Figure 1. Wire density map.
Scale: 1 px per um. 36 x 36 tiles, from dark blue (low) to red (high), scaled to the fullest tile. Values are wire area over tile area, all layers added.
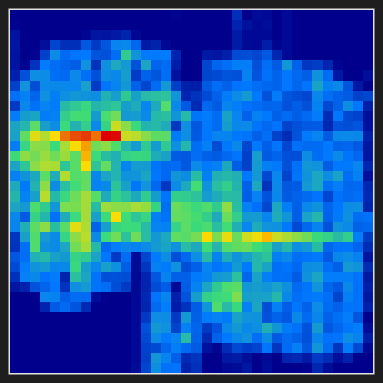
Figure 2. Track usage over the die.
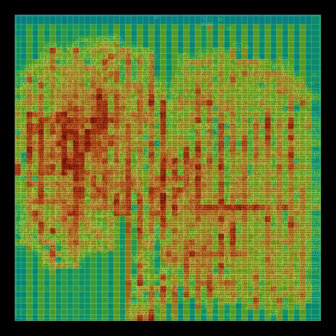
==> config.mk <==
export PLATFORM = sky130hd
export DESIGN_NAME = commit_phase_tracker_flat
export DESIGN_NICKNAME = d
export VERILOG_FILES = /design/src/rtl/commit_phase_tracker_if.sv /design/src/rtl/commit_phase_tracker.sv /design/src/flat_wrapper.sv
export SDC_FILE = /design/constraint.sdc
export NUM_CORES = 2
export LEC_CHECK = 0
export ABC_AREA = 0
export CAP_MARGIN = 15
export CORE_UTILIZATION = 40
export CTS_CLUSTER_DIAMETER = 120
export DETAILED_ROUTE_END_ITERATION = 8
export GPL_TIMING_DRIVEN = 0
export HOLD_SLACK_MARGIN = 0.05
export SYNTH_ARGS = -nofsm -noshare
export SYNTH_HDL_FRONTEND = slang
export SYNTH_SLANG_ARGS = --single-unit
==> constraint.sdc <==
create_clock -name clock -period 14.4 [get_ports clock]
set_input_delay 2.16 -clock clock [delete_from_list [all_inputs] [get_ports clock]]
set_output_delay 2.16 -clock clock [all_outputs]
set_load 0.05 [all_outputs]
==> results_slide.txt <==
Flow Results at a Glance

Final timing
  • Final setup vio count: 0
  • Worst Tran Pin Value: 1271 ps

Pwr
  • Logic gate share of total power: 19.8%
  • Power in the clock group: about 3.1 mW
  • Switching Share: 27.84%
  • Max VDD drop: about 0.094 mV
  • Top power group: registers
  • Seq pwr share: 42.3%
  • P_seq: roughly 3.5 mW
  • Switching Power: roughly 2.3 mW

Place
  • Place WS: 6519 ps
  • Placed cell count: roughly 6300
  • Post-DP HPWL: between 100 and 150 mm
  • IO Port Bufs: 174

Run status
  • Status: complete, no violations

Worst hold path
  • Hold depth: 2

Cells and area
  • Seq/total area: 48.07%
  • Number of logic gates: ~2900
  • Design area: 60430 um^2
  • Inverter count: 83
  • Logic share of the area: 35.50%
  • ClkCell Share: 6.564%

Worst setup path
  • Cell repeated most along the worst path: clkdlybuf4s50_1
  • Crit path DRT: 12240 ps
  • Crit path capture type: output pin
  • Arr. time, crit path: 5800 ps
  • CP Class: input port to output pin
  • R2r setup slk: 8390 ps

Clock network
  • CTS Hold Buffers Added: 0
  • Total CTS buffers: 118

Floorplanning
  • Die area: around 130000 um^2
  • CORE AREA: approximately 130000 um^2
  • Num rows: ~130
  • Die height: 362.9 um
  • Top-level I/O count: approximately 180
  • Die width: around 360 um

Logic synthesis
  • Post-synth EDFFs: 608
  • Syn avg cell area: ~12 um^2
  • Commonest cells post-synth: edfxtp_1 (608), dfxtp_1 (539), and2_1 (528)
  • Share of the synthesized area in the top cell type: 35.04%
  • Yosys warns: 0
  • Synth unique cells: around 96
  • Cell Area, Synth: around 52000 um^2
  • FFs w/ async S/R, synth: 0%
  • Yosys stat area: 52110 um^2
  • Cell type with the largest total area: edfxtp_1
  • Cells in synth_stat.txt: roughly 4400
## Picture notes: Figure 1
9.0% of the tiles are over half the peak. 20% of the tiles are nearly empty. The fullest tile reaches 0.74. The densest ninth of the die: left middle. The mean over all tiles is 0.18.
final wirelength: 143.2 mm
Avg WL per Cell: 21.87 um
Via Count: 34920
global-route usage over all layers: 21.63%

## Picture notes: Figure 2
met2 Use GR: 36.15%
met3 usage: 3.976%

layer usage:
| metal | track usage (%) | share of wire (%) | vias to the layer above |
|---|---|---|---|
| met5 | 0 | 0 | - |
| met4 | 8.042 | 3.8 | 0 |
| met3 | 3.976 | 6.4 | 229 |
| met2 | 36.15 | 48 | 1056 |
| met1 | 27.87 | 42 | 17110 |
| li1 | - | - | 16530 |
logic make-up after synthesis:
family,count (synthesis),share of synthesized area [%]
flops,1147,55.74
simple gates,1716,17.55
fa+ha+maj,46,1.162
buf+inv,385,3.352
xor+xnor,268,4.505
compound gates,529,7.768
mux,265,9.909
other cells,1,0.007196
worst max-delay path: cells and delay by family:
kind / cells / cell delay, ps
AND/OR/NAND/NOR: 3 / 1450
buffers and inverters: 3 / 1800
AND-OR/OR-AND: 1 / 400
No activity file was given, so power comes from the tool's default toggle rates.
